### src/rtl/fxp_div_iter_if.sv
// Operand/result handshake bundle for fxp_div_iter: operand channel (i_valid/o_ready)
// and result channel (o_valid/i_ready), named from the divider's point of view.
interface fxp_div_iter_if #(
  parameter int WIDTH = 32,
  parameter int TAG_W = 4
);

  logic             i_valid;
  logic             o_ready;
  logic [WIDTH-1:0] i_dividend;
  logic [WIDTH-1:0] i_divisor;
  logic [TAG_W-1:0] i_tag;
  logic             o_valid;
  logic             i_ready;
  logic [WIDTH-1:0] o_quotient;
  logic [TAG_W-1:0] o_tag;
  logic             o_div_zero;
  logic             o_overflow;

  modport master (
    output i_valid, i_dividend, i_divisor, i_tag, i_ready,
    input  o_ready, o_valid, o_quotient, o_tag, o_div_zero, o_overflow
  );

  modport slave (
    input  i_valid, i_dividend, i_divisor, i_tag, i_ready,
    output o_ready, o_valid, o_quotient, o_tag, o_div_zero, o_overflow
  );

endinterface

### src/rtl/fxp_div_iter.sv
// Iterative signed fixed-point divider: restoring division, one quotient bit per cycle.
// Define FXP_DIV_SAT_EN to saturate on overflow and flag o_overflow; otherwise results wrap.
module fxp_div_iter #(
  parameter int WIDTH = 32,
  parameter int FRAC  = 16,
  parameter int TAG_W = 4
) (
  input  logic          i_clk,
  input  logic          i_rst_n,
  fxp_div_iter_if.slave bus
);

  localparam int N     = WIDTH + FRAC;
  localparam int CNT_W = $clog2(N + 1);
  localparam logic [CNT_W-1:0] CNT_LAST = CNT_W'(N - 1);
  localparam logic [WIDTH-1:0] MAX_POS  = {1'b0, {(WIDTH-1){1'b1}}};
  localparam logic [WIDTH-1:0] MIN_NEG  = {1'b1, {(WIDTH-1){1'b0}}};

  typedef enum logic [1:0] {
    IDLE   = 2'd0,
    DIVIDE = 2'd1,
    SIGN   = 2'd2,
    DONE   = 2'd3
  } state_t;

  state_t           state_r;
  logic             ready_r;
  logic             sign_r;
  logic [WIDTH-1:0] mag_b_r;
  logic [WIDTH-1:0] rem_r;
  logic [N-1:0]     dq_r;
  logic [CNT_W-1:0] cnt_r;

  logic             valid_r;
  logic [WIDTH-1:0] quot_r;
  logic [TAG_W-1:0] tag_r;
  logic             dz_r;
  logic             ovf_r;

  logic             accept_s;
  logic [WIDTH:0]   rem_shift_s;
  logic [WIDTH:0]   trial_s;
  logic             fits_s;
  logic [WIDTH-1:0] rem_next_s;
  logic [WIDTH-1:0] wrap_s;
  logic [WIDTH-1:0] result_s;
  logic             ovf_s;

  // Unsigned magnitude; the most negative value maps to 2^(WIDTH-1) exactly.
  function automatic logic [WIDTH-1:0] abs_mag(input logic [WIDTH-1:0] v);
    if (v[WIDTH-1]) begin
      return ~v + WIDTH'(1);
    end else begin
      return v;
    end
  endfunction

`ifdef FXP_DIV_SAT_EN
  // A negative result may reach magnitude 2^(WIDTH-1); a positive one stops one short.
  function automatic logic quot_overflow(input logic neg, input logic [N-1:0] q);
    if (neg) begin
      return (|q[N-1:WIDTH]) | (q[WIDTH-1] & (|q[WIDTH-2:0]));
    end else begin
      return |q[N-1:WIDTH-1];
    end
  endfunction
`endif

  assign accept_s = bus.i_valid & ready_r;

  // dq_r holds the shifted dividend in its upper bits and collects quotient bits at the bottom.
  assign rem_shift_s = {rem_r, dq_r[N-1]};
  assign trial_s     = rem_shift_s - {1'b0, mag_b_r};
  assign fits_s      = ~trial_s[WIDTH];
  assign rem_next_s  = fits_s ? trial_s[WIDTH-1:0] : rem_shift_s[WIDTH-1:0];

  assign wrap_s = sign_r ? (~dq_r[WIDTH-1:0] + WIDTH'(1)) : dq_r[WIDTH-1:0];

`ifdef FXP_DIV_SAT_EN
  // Final result selection with saturation on out-of-range quotients.
  always_comb begin
    ovf_s    = quot_overflow(sign_r, dq_r);
    result_s = wrap_s;
    if (ovf_s) begin
      result_s = sign_r ? MIN_NEG : MAX_POS;
    end else begin
      result_s = wrap_s;
    end
  end
`else
  assign ovf_s    = 1'b0;
  assign result_s = wrap_s;
`endif

  // Control FSM, division datapath and registered outputs.
  always_ff @(posedge i_clk) begin
    if (!i_rst_n) begin
      state_r <= IDLE;
      ready_r <= 1'b1;
      sign_r  <= 1'b0;
      mag_b_r <= {WIDTH{1'b0}};
      rem_r   <= {WIDTH{1'b0}};
      dq_r    <= {N{1'b0}};
      cnt_r   <= {CNT_W{1'b0}};
      valid_r <= 1'b0;
      quot_r  <= {WIDTH{1'b0}};
      tag_r   <= {TAG_W{1'b0}};
      dz_r    <= 1'b0;
      ovf_r   <= 1'b0;
    end else begin
      case (state_r)
        IDLE: begin
          if (accept_s) begin
            ready_r <= 1'b0;
            tag_r   <= bus.i_tag;
            if (bus.i_divisor == {WIDTH{1'b0}}) begin
              // Divide by zero skips the datapath; DONE raises o_valid one edge later.
              state_r <= DONE;
              quot_r  <= bus.i_dividend[WIDTH-1] ? MIN_NEG : MAX_POS;
              dz_r    <= 1'b1;
              ovf_r   <= 1'b0;
            end else begin
              state_r <= DIVIDE;
              sign_r  <= bus.i_dividend[WIDTH-1] ^ bus.i_divisor[WIDTH-1];
              mag_b_r <= abs_mag(bus.i_divisor);
              dq_r    <= {abs_mag(bus.i_dividend), {FRAC{1'b0}}};
              rem_r   <= {WIDTH{1'b0}};
              cnt_r   <= {CNT_W{1'b0}};
            end
          end
        end
        DIVIDE: begin
          rem_r <= rem_next_s;
          dq_r  <= {dq_r[N-2:0], fits_s};
          cnt_r <= cnt_r + CNT_W'(1);
          if (cnt_r == CNT_LAST) begin
            state_r <= SIGN;
          end
        end
        SIGN: begin
          state_r <= DONE;
          quot_r  <= result_s;
          ovf_r   <= ovf_s;
          dz_r    <= 1'b0;
          valid_r <= 1'b1;
        end
        DONE: begin
          if (!valid_r) begin
            valid_r <= 1'b1;
          end else if (bus.i_ready) begin
            valid_r <= 1'b0;
            ready_r <= 1'b1;
            state_r <= IDLE;
          end
        end
        default: begin
          state_r <= IDLE;
          ready_r <= 1'b1;
          valid_r <= 1'b0;
        end
      endcase
    end
  end

  // Reset is synchronous, so o_ready is gated to stay low for the whole time reset is held.
  assign bus.o_ready    = ready_r & i_rst_n;
  assign bus.o_valid    = valid_r;
  assign bus.o_quotient = quot_r;
  assign bus.o_tag      = tag_r;
  assign bus.o_div_zero = dz_r;
  assign bus.o_overflow = ovf_r;

endmodule
### src/flat_wrapper.sv
// flat-port wrapper written by rule: the top's interface ports become plain ports
module fxp_div_iter_flat 
#(
  parameter int WIDTH = 32,
  parameter int FRAC  = 16,
  parameter int TAG_W = 4
)
  (i_clk, i_rst_n, bus_i_valid, bus_i_dividend, bus_i_divisor, bus_i_tag, bus_i_ready, bus_o_ready, bus_o_valid, bus_o_quotient, bus_o_tag, bus_o_div_zero, bus_o_overflow);
  fxp_div_iter_if #(.WIDTH(WIDTH), .TAG_W(TAG_W)) bus_i ();
  input  logic i_clk;
  input  logic i_rst_n;
  input wire logic [$bits(bus_i.i_valid)-1:0] bus_i_valid;
  input wire logic [$bits(bus_i.i_dividend)-1:0] bus_i_dividend;
  input wire logic [$bits(bus_i.i_divisor)-1:0] bus_i_divisor;
  input wire logic [$bits(bus_i.i_tag)-1:0] bus_i_tag;
  input wire logic [$bits(bus_i.i_ready)-1:0] bus_i_ready;
  output wire logic [$bits(bus_i.o_ready)-1:0] bus_o_ready;
  output wire logic [$bits(bus_i.o_valid)-1:0] bus_o_valid;
  output wire logic [$bits(bus_i.o_quotient)-1:0] bus_o_quotient;
  output wire logic [$bits(bus_i.o_tag)-1:0] bus_o_tag;
  output wire logic [$bits(bus_i.o_div_zero)-1:0] bus_o_div_zero;
  output wire logic [$bits(bus_i.o_overflow)-1:0] bus_o_overflow;
  assign bus_i.i_valid = bus_i_valid;
  assign bus_i.i_dividend = bus_i_dividend;
  assign bus_i.i_divisor = bus_i_divisor;
  assign bus_i.i_tag = bus_i_tag;
  assign bus_i.i_ready = bus_i_ready;
  assign bus_o_ready = bus_i.o_ready;
  assign bus_o_valid = bus_i.o_valid;
  assign bus_o_quotient = bus_i.o_quotient;
  assign bus_o_tag = bus_i.o_tag;
  assign bus_o_div_zero = bus_i.o_div_zero;
  assign bus_o_overflow = bus_i.o_overflow;
  fxp_div_iter #(.WIDTH(WIDTH), .FRAC(FRAC), .TAG_W(TAG_W)) u_core (.i_clk(i_clk), .i_rst_n(i_rst_n), .bus(bus_i));
endmodule
### config.mk
export PLATFORM = sky130hd
export DESIGN_NAME = fxp_div_iter_flat
export DESIGN_NICKNAME = d
export VERILOG_FILES = /design/src/rtl/fxp_div_iter_if.sv /design/src/rtl/fxp_div_iter.sv /design/src/flat_wrapper.sv
export SDC_FILE = /design/constraint.sdc
export NUM_CORES = 1
export LEC_CHECK = 0
export ABC_AREA = 0
export ABC_CLOCK_PERIOD_IN_PS = 3200
export CAP_MARGIN = 15
export CORE_MARGIN = 4
export CORE_UTILIZATION = 45
export CTS_CLUSTER_DIAMETER = 150
export DETAILED_ROUTE_END_ITERATION = 8
export GPL_TIMING_DRIVEN = 0
export PLACE_DENSITY = 0.75
export SYNTH_ARGS = -nofsm -noshare
export SYNTH_HDL_FRONTEND = slang
export SYNTH_SLANG_ARGS = --single-unit
### constraint.sdc
create_clock -name i_clk -period 3.2 [get_ports i_clk]
set_clock_uncertainty 0.2 [all_clocks]
set_input_delay 0.8 -clock i_clk [delete_from_list [all_inputs] [get_ports i_clk]]
set_output_delay 0.8 -clock i_clk [all_outputs]
set_load 0.01 [all_outputs]
==> qor.csv <==
metric,value,unit
total global-route track usage,23.88,%
sequential cell area fraction in the yosys report,31.15,%
total of max-cap violations,0,
"Net count, final",1584,
Worst path max stage delay,0.38,ns
Inserted Diodes,0,
Slowest cell on crit path,sky130_fd_sc_hd__fa_2,
timing-limited maximum frequency,0.3037,GHz
Max IR drop VDD,0.3549,mV
run status,finished with violations,
y dimension of the die,159.2,µm
max-slew headroom at the worst pin,42.03,%
number of input and output port buffers inserted,109,
"top cells by count, synth","sky130_fd_sc_hd__nand2_1, sky130_fd_sc_hd__dfxtp_1, sky130_fd_sc_hd__o21ai_0",
final design instance area without fill,0.01340,mm²
OpenROAD warning count,31,
DRC violation count after routing,0,
cells along the critical path,inv_2 -> ha_4 -> inv_2 -> fa_2 -> a211oi_2 -> o211ai_1 -> nand3b_1 -> a21oi_2 -> o2111a_1 -> a211oi_4 -> buf_2 -> buf_8 -> buf_8 -> a32oi_1 -> o21ai_1,
Vias per Instance,5.877,
number of cells in Yosys stat,1304,
"number of standard cells in the layout, taps in and fillers out",1769,
yosys synthesis chip area,0.01028,mm²
synthesized area per cell,7.886,µm²
horizontal die dimension,159.2,µm
endpoints failing hold,0,
type of origin of the critical path,flop,
count of endpoints failing setup in the final report,32,
min setup slack post-route,-0.09310,ns
chip footprint,0.02534,mm²
endpoint arrival time on the critical path,3.47,ns
final cell utilization of the core,59.38,%
violated checks,negative setup slack,
fp_density,45.56,%
global-route wire length before repair,50.66,mm
top flip-flop cell by instance count after synthesis,sky130_fd_sc_hd__dfxtp_1,
transition at the pin with the smallest max-transition slack,0.8695,ns
synthesis warning total,0,
-- layer usage --
| metal | global-route usage (%) | vias to the layer above | share of wire [%] |
|---|---|---|---|
| met2 | 40.05 | 345 | 47 |
| met5 | 0 | - | 0 |
| met3 | 3.831 | 65 | 5.8 |
| met4 | 8.126 | 0 | 3.0 |
| li1 | - | 5026 | - |
| met1 | 31.41 | 4960 | 45 |
-- where the power goes --
group / switching, W / internal, W
registers: 0.000241 / 0.00231
clock network: 0.000965 / 0.00103
logic: 0.00234 / 0.00173
-- worst max-delay path by stage --
stage / endpoint
after CTS: u_core.rem_r[30]
after floorplan: u_core.dq_r[40]
after global placement: u_core.rem_r[26]
final: u_core.rem_r[30]
after global routing: u_core.rem_r[27]
after detailed placement: u_core.rem_r[20]
-- layout by cell type, fill, tap and decap left out, types with 37 or more instances in the layout --
cell	n
sky130_fd_sc_hd__ha_1	37
sky130_fd_sc_hd__xor2_1	85
sky130_fd_sc_hd__o21ai_0	62
sky130_fd_sc_hd__a211oi_1	41
sky130_fd_sc_hd__buf_4	38
sky130_fd_sc_hd__inv_1	50
sky130_fd_sc_hd__nor2b_1	43
sky130_fd_sc_hd__nor2_1	63
sky130_fd_sc_hd__dfxtp_1	159
sky130_fd_sc_hd__nand2_1	164
sky130_fd_sc_hd__clkbuf_1	39
sky130_fd_sc_hd__a21oi_1	76
sky130_fd_sc_hd__clkdlybuf4s50_1	78
-- area by class of cell --
cell class	instances	area [µm²]	share of cell area, %
plain buffers	73	554.3	4.136
clock inverters	15	143.9	1.074
clock buffers	17	425.4	3.174
inverters	53	198.9	1.484
well taps	285	356.6	2.661
multi-input cells	1012	7051	52.60
flip-flops and latches	160	3204	23.91
repair buffers	154	1469	10.96
-- logic make-up after synthesis --
| logic type | count (synthesis) | share of synthesized area, % |
|---|---|---|
| adder cells (fa/ha/maj) | 41 | 5.061 |
| AND-OR/OR-AND | 397 | 25.58 |
| flip-flops | 160 | 31.15 |
| AND/OR/NAND/NOR | 432 | 20.71 |
| multiplexers | 28 | 2.750 |
| buffers and inverters | 132 | 5.098 |
| XOR/XNOR | 113 | 9.624 |
| other | 1 | 0.03647 |
-- what timing repair did --
action,in CTS,in global routing
hold buffers,0,0
gates resized,149,84
pin swaps,31,28
cloned,6,2
hold endpoints to repair,0,0
setup endpoints to repair,153,150
buffers inserted,27,11
-- registers in the layout (all words and copies together) (netlist names) --
register and cells:
u_core.bus.o_div_zero 1, u_core.ready_r 1, u_core.state_r 2, u_core.bus.o_valid 1, u_core.dq_r 48, u_core.rem_r 32
u_core.mag_b_r 32, u_core.bus.o_tag 4, u_core.cnt_r 6, u_core.sign_r 1, u_core.bus.o_quotient 32
-- per-stage QoR --
step	TNS [ns]	hold slack [ns]	power [W]
3_5_place_dp	-145.90	0.2490	0.006085
2_1_floorplan	-17.26	0.2276	0.005071
3_3_place_gp	-147.25	0.2390	0.006015
4_1_cts	0	0.2591	0.008390
5_1_grt	-4.491	0.2827	0.009092
6_report	-1.160	0.2538	0.008613
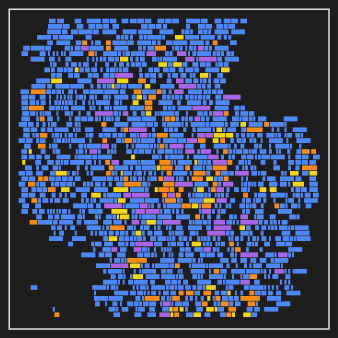
*Cells by drive strength*
(2 px per µm)
legend:
  blue:
    size: drive 1 or less
    cells: 1268
    share: 85%
    most_used: nand2_1
  orange:
    size: drive 3 to 4
    cells: 93
    share: 6.3%
    most_used: buf_4
  purple:
    size: drive 6 and up
    cells: 62
    share: 4.2%
    most_used: clkbuf_16
  yellow:
    size: drive 2
    cells: 61
    share: 4.1%

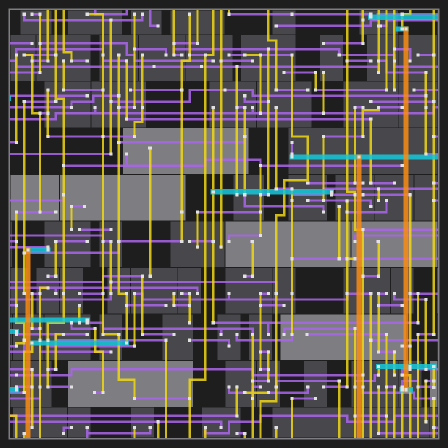
*Layout detail*
Window x 27 to 52, y 107 to 132 µm. Cells in gray, sequential cells in the stronger gray; small squares are vias.
legend:
  orange:
    layer: met4
  cyan:
    layer: met3
  yellow:
    layer: met2
  purple:
    layer: met1
cells with their middle in the window: 63
netlist names of flops here include: u_core.dq_r (6)
sequential cells in the window: 6
most frequent: nand2_1 (16), xor2_1 (8), o21ai_0 (8)

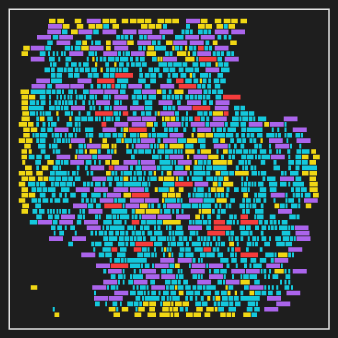
*Placed cells, one color a class*
(2 px per µm)
legend:
  purple:
    class: flops
    cells: 160
    share_of_their_area: 25%
  cyan:
    class: all other logic
    cells: 1065
    share_of_their_area: 56%
  yellow:
    class: other buffers and delay cells
    cells: 227
    share_of_their_area: 16%
  red:
    class: clock drivers and dummy loads
    cells: 32
    share_of_their_area: 4.4%

No activity file was given, so power comes from the tool's default toggle rates.
